<file path="config.mk">
export PLATFORM = sky130hd
export DESIGN_NAME = jk_sync_counter_flat
export DESIGN_NICKNAME = d
export VERILOG_FILES = /design/src/rtl/jk_sync_counter_pkg.sv /design/src/rtl/jk_sync_counter_if.sv /design/src/rtl/jk_cell.sv /design/src/rtl/jk_sync_counter.sv /design/src/flat_wrapper.sv
export SDC_FILE = /design/constraint.sdc
export NUM_CORES = 1
export LEC_CHECK = 0
export CORE_AREA = 2 2 39 41
export CTS_CLUSTER_DIAMETER = 30
export DETAILED_ROUTE_END_ITERATION = 6
export DIE_AREA = 0 0 41 43
export PLACE_DENSITY = 0.57
export REMOVE_ABC_BUFFERS = 1
export SETUP_SLACK_MARGIN = 0.4
export SLEW_MARGIN = 20
export SYNTH_ARGS = -nofsm -noshare
export SYNTH_HDL_FRONTEND = slang
export SYNTH_SLANG_ARGS = --single-unit
</file>
<file path="constraint.sdc">
create_clock -name Clk -period 3.85 [get_ports Clk]
set_input_delay 0.77 -clock Clk [delete_from_list [all_inputs] [get_ports Clk]]
set_output_delay 0.77 -clock Clk [all_outputs]
set_load 0.03 [all_outputs]
</file>
<file path="src/rtl/jk_sync_counter_pkg.sv">
// Shared constants for the JK-based synchronous counter: direction codes,
// {J,K} excitation commands and default geometry.
package jk_sync_counter_pkg;

  localparam logic DIR_UP   = 1'b1;
  localparam logic DIR_DOWN = 1'b0;

  typedef logic [1:0] jk_cmd_t;

  localparam jk_cmd_t JK_HOLD = 2'b00;
  localparam jk_cmd_t JK_CLR  = 2'b01;
  localparam jk_cmd_t JK_SET  = 2'b10;
  localparam jk_cmd_t JK_TOG  = 2'b11;

  localparam int DEF_WIDTH  = 4;
  localparam int DEF_MODULO = 16;

endpackage

</file>
<file path="src/rtl/jk_sync_counter_if.sv">
// Control/data bundle of one counter stage; master drives controls, slave is the counter.
interface jk_sync_counter_if
  import jk_sync_counter_pkg::*;
#(
  parameter int WIDTH = DEF_WIDTH
);
  logic             Load;
  logic             En;
  logic             Up;
  logic [WIDTH-1:0] D;
  logic [WIDTH-1:0] Q;
  logic             Tc;

  modport master (output Load, output En, output Up, output D, input Q, input Tc);
  modport slave  (input Load, input En, input Up, input D, output Q, output Tc);
endinterface

</file>
<file path="src/rtl/jk_cell.sv">
// One JK storage bit, asynchronously cleared while Rst is low.
module jk_cell
  import jk_sync_counter_pkg::*;
(
  input  logic    Clk,
  input  logic    Rst,
  input  jk_cmd_t jk_i,
  output logic    q_o
);

  logic q_q;

  always_ff @(posedge Clk or negedge Rst) begin
    if (!Rst) begin
      q_q <= 1'b0;
    end else begin
      case (jk_i)
        JK_SET:  q_q <= 1'b1;
        JK_CLR:  q_q <= 1'b0;
        JK_TOG:  q_q <= ~q_q;
        default: q_q <= q_q;
      endcase
    end
  end

  assign q_o = q_q;

endmodule

</file>
<file path="src/rtl/jk_sync_counter.sv">
// Modulo-MODULO up/down counter built from WIDTH JK cells; this level only
// forms the per-bit excitation and the terminal-count output.
module jk_sync_counter
  import jk_sync_counter_pkg::*;
#(
  parameter int WIDTH  = DEF_WIDTH,
  parameter int MODULO = DEF_MODULO
) (
  input logic               Clk,
  input logic               Rst,
  jk_sync_counter_if.slave  bus
);

  localparam logic [WIDTH-1:0] TOP_VAL = WIDTH'(MODULO - 1);
  localparam logic [WIDTH:0]   MOD_VAL = (WIDTH + 1)'(MODULO);

  logic [WIDTH-1:0] q_q;
  logic [WIDTH-1:0] target_d;
  logic [WIDTH-1:0] ones_below;
  logic [WIDTH-1:0] zeros_below;
  logic             direct_d;
  logic             wrap_up;
  logic             wrap_down;

  // Out-of-range states (only reachable by load) take the wrap path in either direction.
  assign wrap_up   = (q_q >= TOP_VAL);
  assign wrap_down = (q_q == '0) || ({1'b0, q_q} >= MOD_VAL);

  always_comb begin
    direct_d = 1'b0;
    target_d = '0;
    if (bus.Load) begin
      direct_d = 1'b1;
      target_d = bus.D;
    end else if (bus.En && (bus.Up == DIR_UP) && wrap_up) begin
      direct_d = 1'b1;
      target_d = '0;
    end else if (bus.En && (bus.Up == DIR_DOWN) && wrap_down) begin
      direct_d = 1'b1;
      target_d = TOP_VAL;
    end
  end

  generate
    for (genvar gi = 0; gi < WIDTH; gi++) begin : g_bit
      jk_cmd_t jk_d;

      if (gi == 0) begin : g_lsb
        assign ones_below[gi]  = 1'b1;
        assign zeros_below[gi] = 1'b1;
      end else begin : g_upper
        assign ones_below[gi]  = &q_q[gi-1:0];
        assign zeros_below[gi] = ~|q_q[gi-1:0];
      end

      // Direct set/clear never emits J=K=1; toggling is reserved for plain binary steps.
      always_comb begin
        if (direct_d) begin
          jk_d = target_d[gi] ? JK_SET : JK_CLR;
        end else if (bus.En && (((bus.Up == DIR_UP) && ones_below[gi]) ||
                                ((bus.Up == DIR_DOWN) && zeros_below[gi]))) begin
          jk_d = JK_TOG;
        end else begin
          jk_d = JK_HOLD;
        end
      end

      jk_cell u_cell (
        .Clk  (Clk),
        .Rst  (Rst),
        .jk_i (jk_d),
        .q_o  (q_q[gi])
      );
    end
  endgenerate

  assign bus.Q  = q_q;
  assign bus.Tc = bus.En & (((bus.Up == DIR_UP) & (q_q == TOP_VAL)) |
                            ((bus.Up == DIR_DOWN) & (q_q == '0)));

endmodule

</file>
<file path="src/flat_wrapper.sv">
// flat-port wrapper written by rule: the top's interface ports become plain ports
module jk_sync_counter_flat import jk_sync_counter_pkg::*;
#(
  parameter int WIDTH  = DEF_WIDTH,
  parameter int MODULO = DEF_MODULO
)
  (Clk, Rst, bus_Load, bus_En, bus_Up, bus_D, bus_Q, bus_Tc);
  jk_sync_counter_if #(.WIDTH(WIDTH)) bus_i ();
  input logic Clk;
  input logic Rst;
  input wire logic [$bits(bus_i.Load)-1:0] bus_Load;
  input wire logic [$bits(bus_i.En)-1:0] bus_En;
  input wire logic [$bits(bus_i.Up)-1:0] bus_Up;
  input wire logic [$bits(bus_i.D)-1:0] bus_D;
  output wire logic [$bits(bus_i.Q)-1:0] bus_Q;
  output wire logic [$bits(bus_i.Tc)-1:0] bus_Tc;
  assign bus_i.Load = bus_Load;
  assign bus_i.En = bus_En;
  assign bus_i.Up = bus_Up;
  assign bus_i.D = bus_D;
  assign bus_Q = bus_i.Q;
  assign bus_Tc = bus_i.Tc;
  jk_sync_counter #(.WIDTH(WIDTH), .MODULO(MODULO)) u_core (.Clk(Clk), .Rst(Rst), .bus(bus_i));
endmodule
</file>
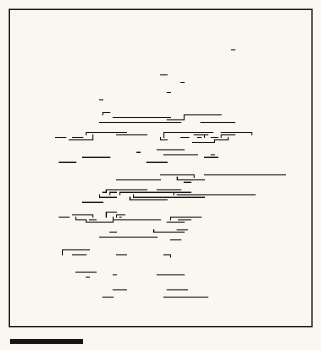
Figure 1: run 1, metal 1.
The bar under the picture is 10 um long.
42 nets have wire on it. The wires run mostly horizontal.

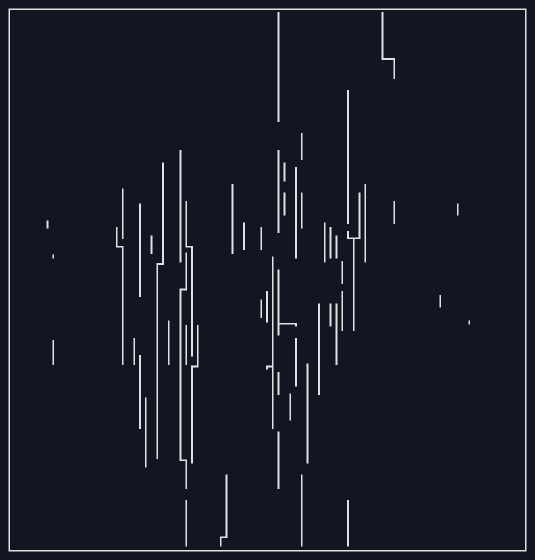
Figure 2: run 1, metal 2.
The layer carries 289 um of wire. The layer holds 50% of the routed length. 43 nets have wire on it. The wires run mostly vertical.

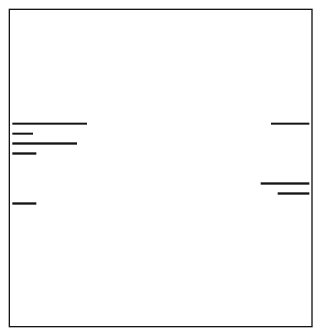
Figure 3: run 1, metal 3.
The layer holds 7.2% of the routed length. The longest straight run is 9.90 um. The wires run mostly horizontal. 8 nets have wire on it.

==> deck_impl_summary.md, run 1 <==
Physical Implementation Snapshot

Run status
  • Status: completed

Route
  • Vias per cell: 4.50
  • Drt drc: 0
  • Vias: 279
  • Total wire length: 582 um
  • Drt wl/cell: 9.39 um
  • Antenna-violating nets left: 0

Floorplan
  • FP Rows: 14
  • Chip footprint: 1760 um2
  • Width of the die: 41 um

Global route
  • First-pass GRT wire length: 979 um
  • Grt total ovfl: 0
  • Antenna violations before repair: 0
  • Total GRT Usage: 8.47%

CTS
  • Clk Latency, worst-skew pair: 230 ps
  • # clock sinks: 4
  • CTS Buffer Depth: 2
  • CTS buffer count: 3

Worst setup path
  • CP Launch Type: primary input
  • Worst-path fanout max: 5
  • Critical Path AT: 2590 ps
  • Reg2reg setup slack: 2270 ps
  • Critical path data required time: 3080 ps

Finish
  • Final Util: 32.5%
  • Area growth, synth to finish: 44.0%
  • FILL cells: 156
  • Largest register FFs: 4
  • Logic area: 171 um2
  • Most numerous logic cell after layout: clkdlybuf4s50_1
  • Flop area: 100 um2
  • Final nets: 57

Power
  • Total power: 161 uW
  • P_leak: 0.173 nW

STA
  • Cycle use final: 87.3%
  • Final Setup Violations: 0
  • Rel. slew slack: 76.3%
  • RSZ-0062 raised after global routing: no
  • Clk_skew: 0.402 ps
  • Final Hold Violation Tally: 0

Min path
  • Hold Path Origin: u_core.g_bit[3].u_cell.q_o
  • Tightest Hold Check Type: flop to flop
  • Hold path depth: 2

Place
  • Routability Congestion: 0.673
  • Cells after DPL: 59
  • Port-buffer cells: 13

Yosys
  • Post-Syn Area per Cell: 8.94 um2
  • Synth Instances: 35
  • YS chip area: 313 um2
  • Syn. warnings: 0
  • Post-Syn Area: 313 um2
  • Synth Seq Share: 32.0%
  • Unique cell types: 22

Job
  • Stage-log warning count: 25
[run 1: critical path, cell delays in order]
cell             delay [ps]
clkdlybuf4s50_1         490
or4_4                   580
mux2_2                  280
nor2_1                   80
dlygate4sd2_1           400
[run 1: cell usage after synthesis]
cell	n	area (um2)
nand2_1	2	7.51
nand3_1	2	10.0
inv_1	2	7.51
dfrtp_1	4	100
nor3b_1	1	7.51
nand3b_1	1	7.51
xnor2_1	2	17.5
a21oi_1	2	10.0
a211o_1	1	8.76
nand4_1	2	12.5
o21ai_0	1	5.00
mux2_2	1	11.3
nor2_1	2	7.51
o31a_1	1	8.76
nand2b_1	1	6.26
or4_4	1	11.3
buf_4	4	30.0
or4b_1	1	10.0
and3_1	1	6.26
nand4b_1	1	8.76
clkbuf_1	1	3.75
a2111oi_2	1	15.0
[run 1: through the flow]
step                      instance area, um2  hold WS, ps  setup WS (ps)
final                                    450          657            487
after global routing                     450          724            416
after global placement                   429          650            217
after floorplan                          279          474           1100
after detailed placement                 429          656            213
after CTS                                450          668            481
[run 1: report_power, final]
part	switching (mW)	internal, mW
logic	0.0262	0.0282
registers	0.00874	0.0479
clock network	0.0154	0.0348
[run 1: worst max-delay path by stage]
| stage | startpoint | endpoint | slack [ps] |
|---|---|---|---|
| after CTS | bus_Up | bus_Tc | 480 |
| after floorplan | bus_Up | bus_Tc | 1100 |
| after global routing | bus_Up | bus_Tc | 420 |
| after global placement | bus_Up | bus_Tc | 220 |
| after detailed placement | bus_Up | bus_Tc | 210 |
| final | bus_Up | bus_Tc | 490 |
[run 1: cell families (layout without fill, tap and decap cells)]
logic type                count (synthesis)  count (layout)  synth area share (%)
and+or+nand+nor                          15              15                  30.4
buffers and inverters                     7              18                  13.2
AOI/OAI and AO/OA                         6               6                  15.2
DFF                                       4               4                  32.0
xor gates and xnor gates                  2               2                  5.60
muxes                                     1               1                  3.60
[run 1: timing repair]
item                                    in CTS  in global routing
endpoints found under the setup margin       1                  0
hold buffers                                 0                  0
resized                                      1                  0
[run 1: layer usage]
| metal | up-vias | routed length [um] | global-route usage [%] |
|---|---|---|---|
| li1 | 147 | - | - |
| met1 | 124 | 251 | 11.4 |
| met2 | 8 | 289 | 10.3 |
| met3 | 0 | 42 | 2.09 |
| met4 | 0 | 0 | 8.00 |
| met5 | - | 0 | 0 |
[run 1: cell type report]
type | count | share of cell area, %
Sequential cell | 4 | 22.2
Timing Repair Buffer | 13 | 28.6
Tap cell | 16 | 4.44
Clock buffer | 3 | 5.00
Inverter | 2 | 1.67
Multi-Input combinational cell | 24 | 38.1
--- run 2 (diff from run 1) ---
Settings changed: ABC_AREA from default to 1, PLACE_DENSITY 0.57 to 0.66, SKIP_LAST_GASP from default to 1.
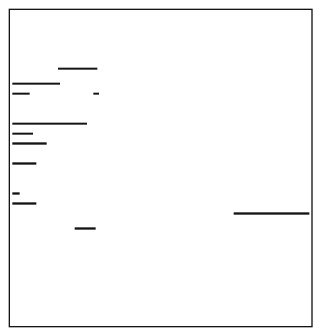
Figure 4: run 2, metal 3.
The longest straight run is 10.0 um. The layer carries 49.6 um of wire.

==> deck_impl_summary.md, run 2 <==
Physical Implementation Snapshot

Route
  • Vias: 390

STA
  • Clk_skew: 0.303 ps
  • Rel. slew slack: 77.7%
  • Final Setup Violations: 0

CTS
  • CTS Buffer Depth: 2
  • Post-CTS sizing: 0
  • Post-cts hold buffer count: 0

Yosys
  • Syn. warnings: 0
  • Synth Instances: 61
  • Unique cell types: 18
  • Top logic family: simple AND/OR/NAND/NOR gates
  • Post-Syn Area: 429 um2
  • Flip-flops with a built-in enable: 0
  • Synth Seq Share: 23.3%
  • Top cells by count, synth: 16 x nand2_1, 7 x inv_1, 6 x nor2_1
  • XORs/XNORs by Area: 2.04%

Floorplan
  • Width of the die: 41 um
  • FP Rows: 14

Global route
  • Antenna violations before repair: 0
  • Grt total ovfl: 0
  • GRT Max-Usage Layer: met2
  • Total GRT Usage: 12.4%
  • M3 GR Usage: 3.14%
  • First-pass GRT wire length: 1450 um
  • Global routing met1 resource utilization: 12.7%

Place
  • Port-buffer cells: 13

Power
  • P_leak: 0.267 nW
  • Total power: 187 uW

Run status
  • Status: completed

Min path
  • Hold path depth: 3
  • Tightest Hold Check Type: flop to flop

Worst setup path
  • Cell mode on critical path: clkdlybuf4s50_1
  • Critical Path AT: 2420 ps
  • Slowest stage delay, CP: 670 ps
  • CP Cell Sequence: clkdlybuf4s50_1 > inv_2 > nor2_4 > nand3_4 > nand2_2 > clkdlybuf4s50_1
  • Top Family by Delay on Critical Path: buffers and inverters

Finish
  • Flop area: 100 um2
  • Largest register FFs: 4
-- run 2: worst max-delay path by stage --
stage	from	endpoint	cells after the start
final	bus_En	bus_Tc	6
after global routing	bus_Up	bus_Tc	6
after detailed placement	bus_En	bus_Tc	6
after CTS	bus_En	bus_Tc	6
after global placement	bus_En	bus_Tc	6
after floorplan	bus_En	bus_Tc	4
-- run 2: tightest hold or removal path: cells and delay by family (launching register included) --
family          cells  cell delay [ps]
simple gates        2              140
flops               1              390
compound gates      1               50
-- run 2: per-stage QoR --
stage | setup slack, ps | hold WS (ps) | cell area (um2) | cells | util, %
final | 657 | 626 | 572 | 89 | 41.3
after global routing | 587 | 663 | 572 | 89 | 41.3
after CTS | 639 | 627 | 572 | 89 | 41.3
after detailed placement | 650 | 620 | 549 | 86 | 39.7
after global placement | 652 | 617 | 549 | 86 | 39.7
after floorplan | 1880 | 474 | 399 | 57 | -
-- run 2: layout make-up --
class                      instances  share of cell area [%]
multi-input combinational         45                    47.0
timing repair buffer              13                    22.8
sequential                         4                    17.5
inverter                           8                    5.25
clock buffer                       3                    3.94
tap                               16                    3.50
-- run 2: power breakdown --
| group | internal, mW | total [mW] | switching, mW |
|---|---|---|---|
| combinational | 0.0341 | 0.0770 | 0.0429 |
| clock | 0.0349 | 0.0523 | 0.0174 |
| sequential | 0.0486 | 0.0580 | 0.00942 |
| total | 0.118 | 0.187 | 0.0698 |
-- run 2: routing by layer --
metal | share of wire (%) | routed length (um) | up-vias
met3 | 6.6 | 49 | 2
met2 | 54 | 401 | 13
met4 | 2.4 | 18 | 0
met1 | 36 | 268 | 162
li1 | - | - | 213
met5 | 0 | 0 | -
-- run 2: cell families (layout without fill, tap and decap cells) --
family                 count (synthesis)  in the layout
AND/OR/NAND/NOR                       38             38
buffers and inverters                 12             24
AND-OR/OR-AND                          6              6
flip-flops                             4              4
XOR/XNOR                               1              1
--- run 3 (diff from run 2) ---
Clock period 3.85 ns to 3.1 ns, I/O delays scaled along.
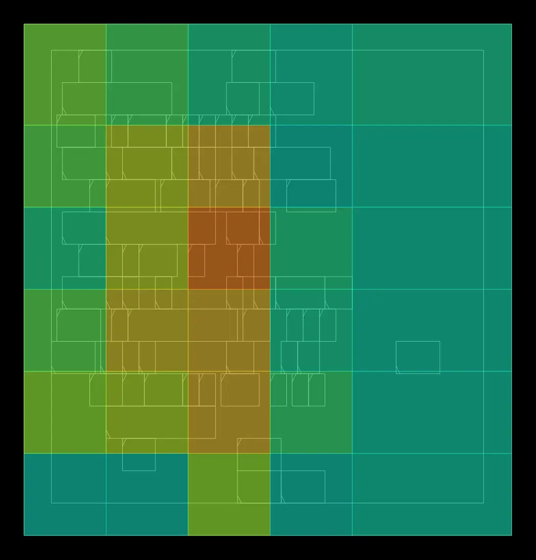
Figure 5: run 3, congestion heat map.
M3 GR Usage: 3.14%
met2 Usage GRT: 16.3%
global routing met1 resource utilization: 14.7%
Total GRT Usage: 12.2%
GRT Max-Usage Layer: met2

==> deck_impl_summary.md, run 3 <==
Physical Implementation Snapshot

Global route
  • Antenna violations before repair: 0
  • Grt total ovfl: 0
  • First-pass GRT wire length: 1360 um

Yosys
  • Area fraction in compound gates: 9.62%
  • Adder share: 0%
  • Cell taking the most area after synthesis: dfrtp_1
  • MUX area fraction: 0%
  • Flip-flops with a built-in enable: 0
  • Post-synth area hogs: dfrtp_1 23%, nand2_1 14%, nor2_4 10%
  • Top logic family: simple AND/OR/NAND/NOR gates
  • Top-area cell type share of the netlist area: 23.3%
  • XORs/XNORs by Area: 2.04%
  • Post-Syn Area: 429 um2
  • Post-synth ARST share: 100%

STA
  • RSZ-0062 raised after global routing: no
  • Cycle use final: 84.3%
  • Worst setup margin: 485 ps
  • Final Setup Violations: 0
  • Clk_skew: 0.415 ps
  • Rel. slew slack: 78.1%

Place
  • Post-DP Area: 549 um2
  • Pre-CTS WS: 200 ps
  • Routability Congestion: 0.705
  • Port-buffer cells: 13

CTS
  • Post-cts hold buffer count: 0
  • CTS Buffer Depth: 2

Run status
  • Status: completed

Power
  • Clk pwr share: 28.5%
  • Sw power: 89.5 uW
  • Comb pwr share: 40.7%

Worst setup path
  • WP depth: 6
  • Critical Path AT: 1990 ps
  • Worst path bufs/invs: 3
  • CP Launch Type: primary input
  • Top Family by Delay on Critical Path: buffers and inverters
  • Worst-path fanout max: 4

Min path
  • Tightest Hold Check Type: primary input to asynchronous set/reset pin

Finish
  • Largest register FFs: 4
  • Area growth, synth to finish: 32.9%
  • Logic area: 269 um2
  • Fin area: 571 um2
  • Flop area: 100 um2

Floorplan
  • Width of the die: 41 um
  • Chip footprint: 1760 um2

Route
  • Vias per cell: 4.33
  • Total wire length: 773 um
  • Antenna-violating nets left: 0
==> run 3: power groups by stage <==
stage          registers, mW  clock network [mW]  logic (mW)
2_1_floorplan         0.0874                   0      0.0443
3_3_place_gp          0.0724                   0      0.0962
3_5_place_dp          0.0730                   0      0.0966
4_1_cts               0.0722              0.0699      0.0966
5_1_grt               0.0738              0.0754       0.105
6_report              0.0723              0.0670      0.0958
==> run 3: routing by layer <==
metal / part of all wire, % / vias to the layer above / wire (um)
li1: - / 209 / -
met1: 40 / 161 / 313
met2: 49 / 11 / 376
met3: 5.3 / 4 / 41
met4: 5.3 / 0 / 41
met5: 0 / - / 0
==> run 3: worst paths after layout <==
path,from,to,slack [ps]
min,Rst,u_core.g_bit[2].u_cell.q_o,590
min reg2reg,u_core.g_bit[3].u_cell.q_o,u_core.g_bit[3].u_cell.q_o,620
max in group asynchronous,Rst,u_core.g_bit[0].u_cell.q_o,2340
max,bus_En,bus_Tc,490
min in group Clk,u_core.g_bit[3].u_cell.q_o,u_core.g_bit[3].u_cell.q_o,620
max reg2reg,u_core.g_bit[0].u_cell.q_o,u_core.g_bit[3].u_cell.q_o,1910
==> run 3: cell type report <==
class	instances	share of cell area [%]
clock buffers	3	3.95
inverters	8	5.26
multi-input cells	45	47.1
flip-flops and latches	4	17.5
well taps	16	3.51
repair buffers	13	22.6
==> run 3: kinds of logic after synthesis <==
kind of cell              Yosys count
buffers and inverters              12
DFF                                 4
and+or+nand+nor                    38
AOI/OAI and AO/OA                   6
xor gates and xnor gates            1
==> run 3: stage by stage <==
| stage | hold slack, ps | util (%) | std cells | power (mW) |
|---|---|---|---|---|
| CTS | 585 | 41.2 | 89 | 0.239 |
| global placement | 617 | 39.7 | 86 | 0.169 |
| global route | 578 | 41.2 | 89 | 0.254 |
| floorplan | 324 | - | 57 | 0.132 |
| finish | 586 | 41.2 | 89 | 0.235 |
| detailed placement | 621 | 39.7 | 86 | 0.170 |
==> run 3: worst register-to-register path: cells and delay by family, from the launching register on <==
| kind | cells | cell delay (ps) |
|---|---|---|
| simple gates | 5 | 580 |
| flops | 1 | 440 |
| compound gates | 1 | 50 |
==> run 3: timing repair <==
item / 4_1_cts / 5_1_grt
setup buffers: 0 / 0
resized: 1 / 0
endpoints found under the setup margin: 1 / 0

## Gallery

Nets reached from selected ports.
The bar under the picture is 10 um long.
image #1
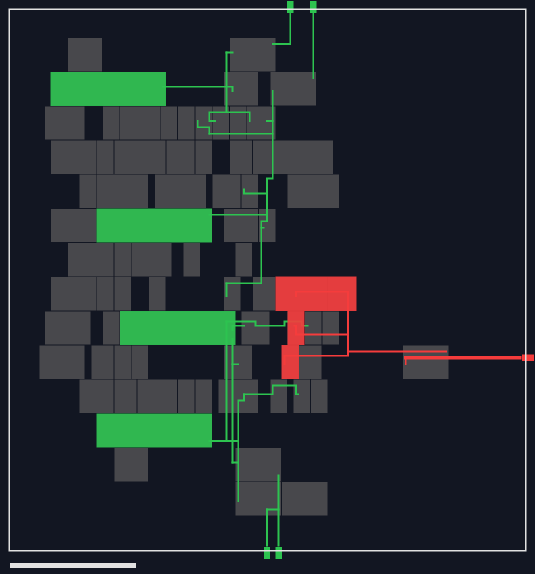
image #2
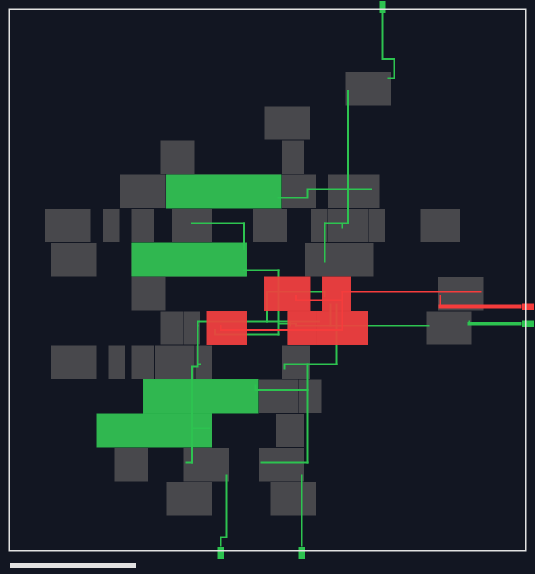
run 3: image #1
run 1: image #2

Key to image #1:
Key: bus_Q = green [direction output, edge 2 south, 2 north, end cells 4, buffers 4, wire 115 um]; bus_Up = red [direction input, edge east, end cells 4, buffers 1, wire 37.7 um]

Power figures rest on the tool's default switching activity, not on a simulated workload.
